Clock nets:
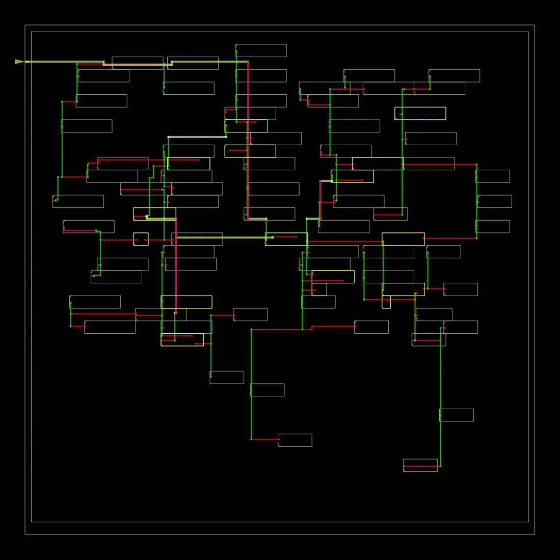
Wire density map:
Scale bar: 20 um. 22 x 22 tiles, from dark purple (low) to yellow (high), scaled to the fullest tile. Values are wire area over tile area, all layers added.
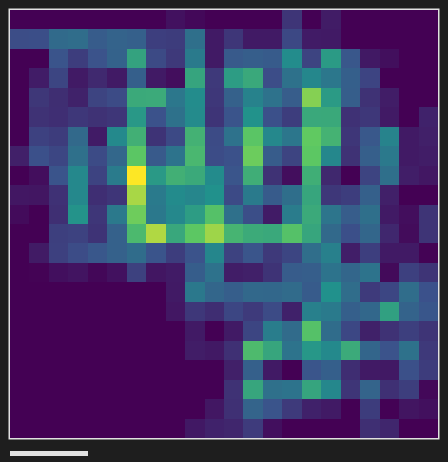
The metal 3 layer:
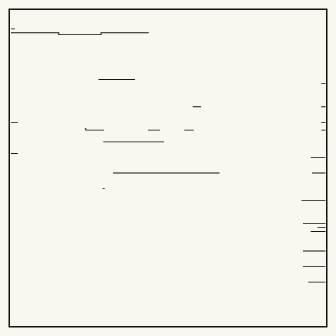
$ cat src/rtl/fifo_umbral_pkg.sv
// Shared sizing constants for fifo_umbral and the flow-control state machine.
package fifo_umbral_pkg;
  localparam int DATA_WIDTH_DEF = 6;
  localparam int ADDR_WIDTH_DEF = 3;
  localparam int DEPTH_DEF      = 1 << ADDR_WIDTH_DEF;

  function automatic int depth_of(input int addr_width);
    return 1 << addr_width;
  endfunction
endpackage

$ cat src/rtl/fifo_umbral_if.sv
// Handshake/status bundle between fifo_umbral and its producer/consumer.
interface fifo_umbral_if
  import fifo_umbral_pkg::*;
#(
  parameter int DATA_WIDTH = DATA_WIDTH_DEF,
  parameter int ADDR_WIDTH = ADDR_WIDTH_DEF
) ();
  logic [DATA_WIDTH-1:0] data_in;
  logic                  push;
  logic                  pop;
  logic [ADDR_WIDTH-1:0] umbral_superior;
  logic [ADDR_WIDTH-1:0] umbral_inferior;
  logic [DATA_WIDTH-1:0] data_out;
  logic                  valid;
  logic                  empty;
  logic                  full;
  logic                  almost_full;
  logic                  almost_empty;
  logic                  error;

  modport master (
    output data_in, push, pop, umbral_superior, umbral_inferior,
    input  data_out, valid, empty, full, almost_full, almost_empty, error
  );

  modport slave (
    input  data_in, push, pop, umbral_superior, umbral_inferior,
    output data_out, valid, empty, full, almost_full, almost_empty, error
  );
endinterface

$ cat src/rtl/fifo_umbral_memoria_dp.sv
// Simple dual-port storage: one write port, one registered read port.
module memoria_dp
  import fifo_umbral_pkg::*;
#(
  parameter int DATA_WIDTH = DATA_WIDTH_DEF,
  parameter int ADDR_WIDTH = ADDR_WIDTH_DEF
) (
  input  logic                  clk,
  input  logic                  reset,
  input  logic                  we_i,
  input  logic [ADDR_WIDTH-1:0] waddr_i,
  input  logic [DATA_WIDTH-1:0] wdata_i,
  input  logic                  re_i,
  input  logic [ADDR_WIDTH-1:0] raddr_i,
  output logic [DATA_WIDTH-1:0] rdata_o
);
  localparam int DEPTH = depth_of(ADDR_WIDTH);

  logic [DATA_WIDTH-1:0] mem_q [DEPTH];
  logic [DATA_WIDTH-1:0] rdata_q;

  // NOTE: the array has no reset so it maps onto plain RAM; stale words are never visible because the pointers are reset.
  always_ff @(posedge clk) begin
    if (we_i) mem_q[waddr_i] <= wdata_i;
  end

  // Read-before-write: a read and write to the same slot return the old word.
  always_ff @(posedge clk) begin
    if (!reset)    rdata_q <= '0;
    else if (re_i) rdata_q <= mem_q[raddr_i];
  end

  assign rdata_o = rdata_q;
endmodule

$ cat src/rtl/fifo_umbral.sv
// Threshold FIFO with registered read and programmable almost-full/empty flags.
// Optional sticky overflow/underflow flag: define FIFO_UMBRAL_ERROR_EN.
module fifo_umbral
  import fifo_umbral_pkg::*;
#(
  parameter int DATA_WIDTH = DATA_WIDTH_DEF,
  parameter int ADDR_WIDTH = ADDR_WIDTH_DEF
) (
  input logic          clk,
  input logic          reset,
  fifo_umbral_if.slave bus
);
  localparam int                  DEPTH     = depth_of(ADDR_WIDTH);
  localparam logic [ADDR_WIDTH:0] DEPTH_CNT = (ADDR_WIDTH + 1)'(DEPTH);
  localparam logic [ADDR_WIDTH:0] CNT_ONE   = (ADDR_WIDTH + 1)'(1);
  localparam logic [ADDR_WIDTH-1:0] PTR_ONE = ADDR_WIDTH'(1);

  logic [ADDR_WIDTH-1:0] wr_ptr_q, wr_ptr_d;
  logic [ADDR_WIDTH-1:0] rd_ptr_q, rd_ptr_d;
  logic [ADDR_WIDTH:0]   count_q, count_d;
  logic                  valid_q;
  logic                  push_ok, pop_ok;

  // Flags depend only on registered count and the thresholds.
  assign bus.empty        = (count_q == '0);
  assign bus.full         = (count_q == DEPTH_CNT);
  assign bus.almost_full  = (count_q >= {1'b0, bus.umbral_superior});
  assign bus.almost_empty = (count_q <= {1'b0, bus.umbral_inferior});

  assign pop_ok  = reset && bus.pop && !bus.empty;
  assign push_ok = reset && bus.push && (!bus.full || pop_ok);

  always_comb begin
    wr_ptr_d = wr_ptr_q;
    rd_ptr_d = rd_ptr_q;
    count_d  = count_q;
    if (push_ok) wr_ptr_d = wr_ptr_q + PTR_ONE;
    if (pop_ok)  rd_ptr_d = rd_ptr_q + PTR_ONE;
    case ({push_ok, pop_ok})
      2'b10:   count_d = count_q + CNT_ONE;
      2'b01:   count_d = count_q - CNT_ONE;
      default: count_d = count_q;
    endcase
  end

  // NOTE: sequential state uses non-blocking assignments so every register samples pre-edge values.
  always_ff @(posedge clk) begin
    if (!reset) begin
      wr_ptr_q <= '0;
      rd_ptr_q <= '0;
      count_q  <= '0;
      valid_q  <= 1'b0;
    end else begin
      wr_ptr_q <= wr_ptr_d;
      rd_ptr_q <= rd_ptr_d;
      count_q  <= count_d;
      valid_q  <= pop_ok;
    end
  end

  assign bus.valid = valid_q;

  memoria_dp #(
    .DATA_WIDTH (DATA_WIDTH),
    .ADDR_WIDTH (ADDR_WIDTH)
  ) u_mem (
    .clk     (clk),
    .reset   (reset),
    .we_i    (push_ok),
    .waddr_i (wr_ptr_q),
    .wdata_i (bus.data_in),
    .re_i    (pop_ok),
    .raddr_i (rd_ptr_q),
    .rdata_o (bus.data_out)
  );

`ifdef FIFO_UMBRAL_ERROR_EN
  logic error_q, error_d;

  always_comb begin
    error_d = error_q;
    if (bus.push && bus.full && !pop_ok) error_d = 1'b1;
    if (bus.pop && bus.empty)            error_d = 1'b1;
  end

  always_ff @(posedge clk) begin
    if (!reset) error_q <= 1'b0;
    else        error_q <= error_d;
  end

  assign bus.error = error_q;
`else
  assign bus.error = 1'b0;
`endif
endmodule

$ cat src/flat_wrapper.sv
// flat-port wrapper written by rule: the top's interface ports become plain ports
module fifo_umbral_flat import fifo_umbral_pkg::*;
#(
  parameter int DATA_WIDTH = DATA_WIDTH_DEF,
  parameter int ADDR_WIDTH = ADDR_WIDTH_DEF
)
  (clk, reset, bus_data_in, bus_push, bus_pop, bus_umbral_superior, bus_umbral_inferior, bus_data_out, bus_valid, bus_empty, bus_full, bus_almost_full, bus_almost_empty, bus_error);
  fifo_umbral_if #(.DATA_WIDTH(DATA_WIDTH), .ADDR_WIDTH(ADDR_WIDTH)) bus_i ();
  input logic clk;
  input logic reset;
  input wire logic [$bits(bus_i.data_in)-1:0] bus_data_in;
  input wire logic [$bits(bus_i.push)-1:0] bus_push;
  input wire logic [$bits(bus_i.pop)-1:0] bus_pop;
  input wire logic [$bits(bus_i.umbral_superior)-1:0] bus_umbral_superior;
  input wire logic [$bits(bus_i.umbral_inferior)-1:0] bus_umbral_inferior;
  output wire logic [$bits(bus_i.data_out)-1:0] bus_data_out;
  output wire logic [$bits(bus_i.valid)-1:0] bus_valid;
  output wire logic [$bits(bus_i.empty)-1:0] bus_empty;
  output wire logic [$bits(bus_i.full)-1:0] bus_full;
  output wire logic [$bits(bus_i.almost_full)-1:0] bus_almost_full;
  output wire logic [$bits(bus_i.almost_empty)-1:0] bus_almost_empty;
  output wire logic [$bits(bus_i.error)-1:0] bus_error;
  assign bus_i.data_in = bus_data_in;
  assign bus_i.push = bus_push;
  assign bus_i.pop = bus_pop;
  assign bus_i.umbral_superior = bus_umbral_superior;
  assign bus_i.umbral_inferior = bus_umbral_inferior;
  assign bus_data_out = bus_i.data_out;
  assign bus_valid = bus_i.valid;
  assign bus_empty = bus_i.empty;
  assign bus_full = bus_i.full;
  assign bus_almost_full = bus_i.almost_full;
  assign bus_almost_empty = bus_i.almost_empty;
  assign bus_error = bus_i.error;
  fifo_umbral #(.DATA_WIDTH(DATA_WIDTH), .ADDR_WIDTH(ADDR_WIDTH)) u_core (.clk(clk), .reset(reset), .bus(bus_i));
endmodule
$ cat config.mk
export PLATFORM = sky130hd
export DESIGN_NAME = fifo_umbral_flat
export DESIGN_NICKNAME = d
export VERILOG_FILES = /design/src/rtl/fifo_umbral_pkg.sv /design/src/rtl/fifo_umbral_if.sv /design/src/rtl/fifo_umbral_memoria_dp.sv /design/src/rtl/fifo_umbral.sv /design/src/flat_wrapper.sv
export SDC_FILE = /design/constraint.sdc
export NUM_CORES = 1
export LEC_CHECK = 0
export CORE_UTILIZATION = 25
export DETAILED_ROUTE_END_ITERATION = 16
export PLACE_DENSITY_LB_ADDON = 0.1
export SLEW_MARGIN = 0
export SYNTH_ARGS = -nofsm -noshare
export SYNTH_HDL_FRONTEND = slang
export SYNTH_HIERARCHICAL = 1
export SYNTH_SLANG_ARGS = --single-unit
export TNS_END_PERCENT = 50
$ cat constraint.sdc
create_clock -name clk -period 4.5 [get_ports clk]
set_input_delay 0.9 -clock clk [delete_from_list [all_inputs] [get_ports clk]]
set_output_delay 0.9 -clock clk [all_outputs]
set_load 0.005 [all_outputs]
==> job_summary.md <==
### Yosys + OpenROAD results

| Metric | Value |
|---|---|
| Yosys cell count | `215` |
| Max Root-Sink Buffers | `2` |
| Area Growth Syn to Fin | `25.7%` |
| YS chip area | `2930 sq um` |
| CTS tree | `done` |
| Hold EP | `u_core/u_mem/rdata_o[0]` |
| Routed vias/inst | `4.34` |
| Top Layout Cells | `edfxtp_1, clkdlybuf4s50_1, nor2_1` |
| Wire per inst | `15.6 um` |
| Synthesized area | `2930 sq um` |
| Post-synth regs | `65` |
| Ports | `28` |
| Rows | `39` |
| Crit-path max cell delay | `between 500 and 600 ps` |
| Sw frac | `26.4%` |
| Detailed Routing Iterations Pass 1 | `4` |
| Layout cell share with drive strength beyond 1 | `approximately 16%` |
| Top cell excl fill/tap | `edfxtp_1` |
| Core Util, Final | `32.3%` |
| Achievable clock frequency | `0.282 GHz` |
| Die Area | `12,200 sq um` |
| Top area cell types | `edfxtp_1, dfxtp_1, mux2i_1` |
| Max-Cap Viols | `0` |
| Worst hold slack | `534 ps` |
| Flop-to-flop setup slack | `1870 ps` |
| Peak VDD IR | `about 0.17 mV` |
| Comb pwr share | `about 22%` |
| Setup crit start kind | `input pin` |
| Placer congestion estimate | `0.699` |
| Iter 0 DRT Violations | `122` |
| GR Util met2 | `roughly 17%` |
| P_int | `1.55 mW` |
| Yosys top cell by area | `edfxtp_1` |
| Hold Crit Start | `u_core/u_mem/rdata_o[0]` |
| H-Tree Depth | `3` |
| Number of enable flip-flop cells | `48` |
| Initial antenna violation count | `0` |
| Core Box Area | `11,400 sq um` |
| GRT Max-Usage Layer | `met2` |
| Sw power | `0.557 mW` |
| Cells after synthesis | `215` |
| Leakage | `1.31 nW` |
| Final Hold Violating Endpoints | `0` |
| Post-cts hold buffer count | `0` |
| Total congestion overflow | `0` |
| Final Setup Violations | `0` |
| Remaining DRCs | `0` |
| Synth async-reset ratio | `0%` |
| Syn_area_per_cell | `13.6 sq um` |
| DP Cell Count | `380` |
| Top cell area share | `49.2%` |
| Slew @ Worst Pin | `841 ps` |
| Sequential Power Share | `a little under two fifths` |
| Crit end category | `primary output` |
| Diode count | `0` |
| Most common cell type on the critical path | `clkdlybuf4s50_1` |
| Met1 Track Usage GR | `about 15%` |
| Die H | `110 um` |
| Seq/Total Area, Yosys | `60.8%` |
| Clk slew on worst S/H paths | `50 ps` |
| Overall power | `2.11 mW` |
| CTS resizes | `0` |
| # Post-CTS Setup Buffers | `0` |
| Reg2reg start | `u_core/count_q[1]` |
| Status | `finished, final reports clean` |
| Root Driver | `clkbuf_16` |
| Fin cells | `396` |
| Power share of the clock group | `around 40%` |
| Final Cycle Share | `78.8%` |
About 'clock nets':
Clock group: 0.845 mW
clk_skew: 6.37 ps
Clock Sinks: 65
Latency at later pin: 320 ps
CTS Buf Count: 9

About 'wire density map':
fullest tile	0.37
mean over tiles	0.077
tiles over half the peak	11%
emptiest ninth of the die	lower left
densest ninth of the die	centre

About 'the metal 3 layer':
share of all routed wire	3.2%
wire length on this layer	199 um
Via Count: 1,718
met3 Resource Use GR: 3.00%
Post-Route WL: 6.19 mm

==> cells by family after synthesis <==
kind of cell	synth area share (%)
adder cells (fa/ha/maj)	4.95
buffers and inverters	4.14
AND/OR/NAND/NOR	7.34
AND-OR/OR-AND	11.1
XOR/XNOR	2.09
multiplexers	9.39
other	0.128
flip-flops	60.8
==> worst max-delay path, delay by kind of cell <==
kind	cells	cell delay, ps
and+or+nand+nor	2	200
buffers and inverters	3	1000
AOI/OAI and AO/OA	2	250
adders and majority gates	1	290
==> power groups by stage <==
stage / Sequential, mW / Clock [mW] / Combinational, mW
finish: 0.794 / 0.845 / 0.473
global route: 0.807 / 0.889 / 0.528
CTS: 0.799 / 0.871 / 0.479
detailed placement: 0.813 / 0 / 0.479
global placement: 0.812 / 0 / 0.479
floorplan: 0.736 / 0 / 0.412
==> per-layer routing <==
layer | share of wire [%] | routed length, um
met3 | 3.2 | 198
met1 | 49 | 3020
met2 | 47 | 2910
met4 | 1.0 | 62
met5 | 0 | 0
==> how the worst max path moves through the flow <==
stage                                 from  slack [ps]           endpoint
global route        bus_umbral_inferior[1]         780   bus_almost_empty
detailed placement                   reset         920  u_core/count_q[3]
CTS                 bus_umbral_inferior[1]         940   bus_almost_empty
floorplan                            reset        1830  u_core/count_q[3]
finish              bus_umbral_inferior[1]         960   bus_almost_empty
global placement    bus_umbral_inferior[1]         980   bus_almost_empty
==> flip-flops by register name, indices dropped and copies added (netlist names) <==
| signal | flops |
|---|---|
| u_core/bus.valid | 1 |
| u_core/rd_ptr_q | 3 |
| u_core/wr_ptr_q | 3 |
| u_core/u_mem/rdata_o | 6 |
| u_core/u_mem/mem_q | 48 |
| u_core/count_q | 4 |
==> cells in the mapped netlist (all sizes together), types with 3 or more instances <==
| library cell | count |
|---|---|
| a21oi | 10 |
| a221o | 3 |
| a22oi | 3 |
| buf | 6 |
| dfxtp | 17 |
| edfxtp | 48 |
| ha | 10 |
| inv | 9 |
| mux2 | 12 |
| mux2i | 14 |
| nand2 | 5 |
| nand2b | 7 |
| nand3 | 3 |
| nor2 | 18 |
| nor3 | 3 |
| o21ai | 10 |
| o221ai | 3 |
| o22ai | 3 |
| xnor2 | 4 |
| xor2 | 3 |
==> area by class of cell <==
cell class,instances,area (sq um),share of cell area (%)
sequential,65,1780,48.4
tap,143,179,4.86
timing repair buffer,30,290,7.88
multi-input combinational,132,1030,27.9
clock buffer,9,225,6.11
inverter,10,37.5,1.02
clock inverter,7,143,3.87
Power figures rest on the tool's default switching activity, not on a simulated workload.
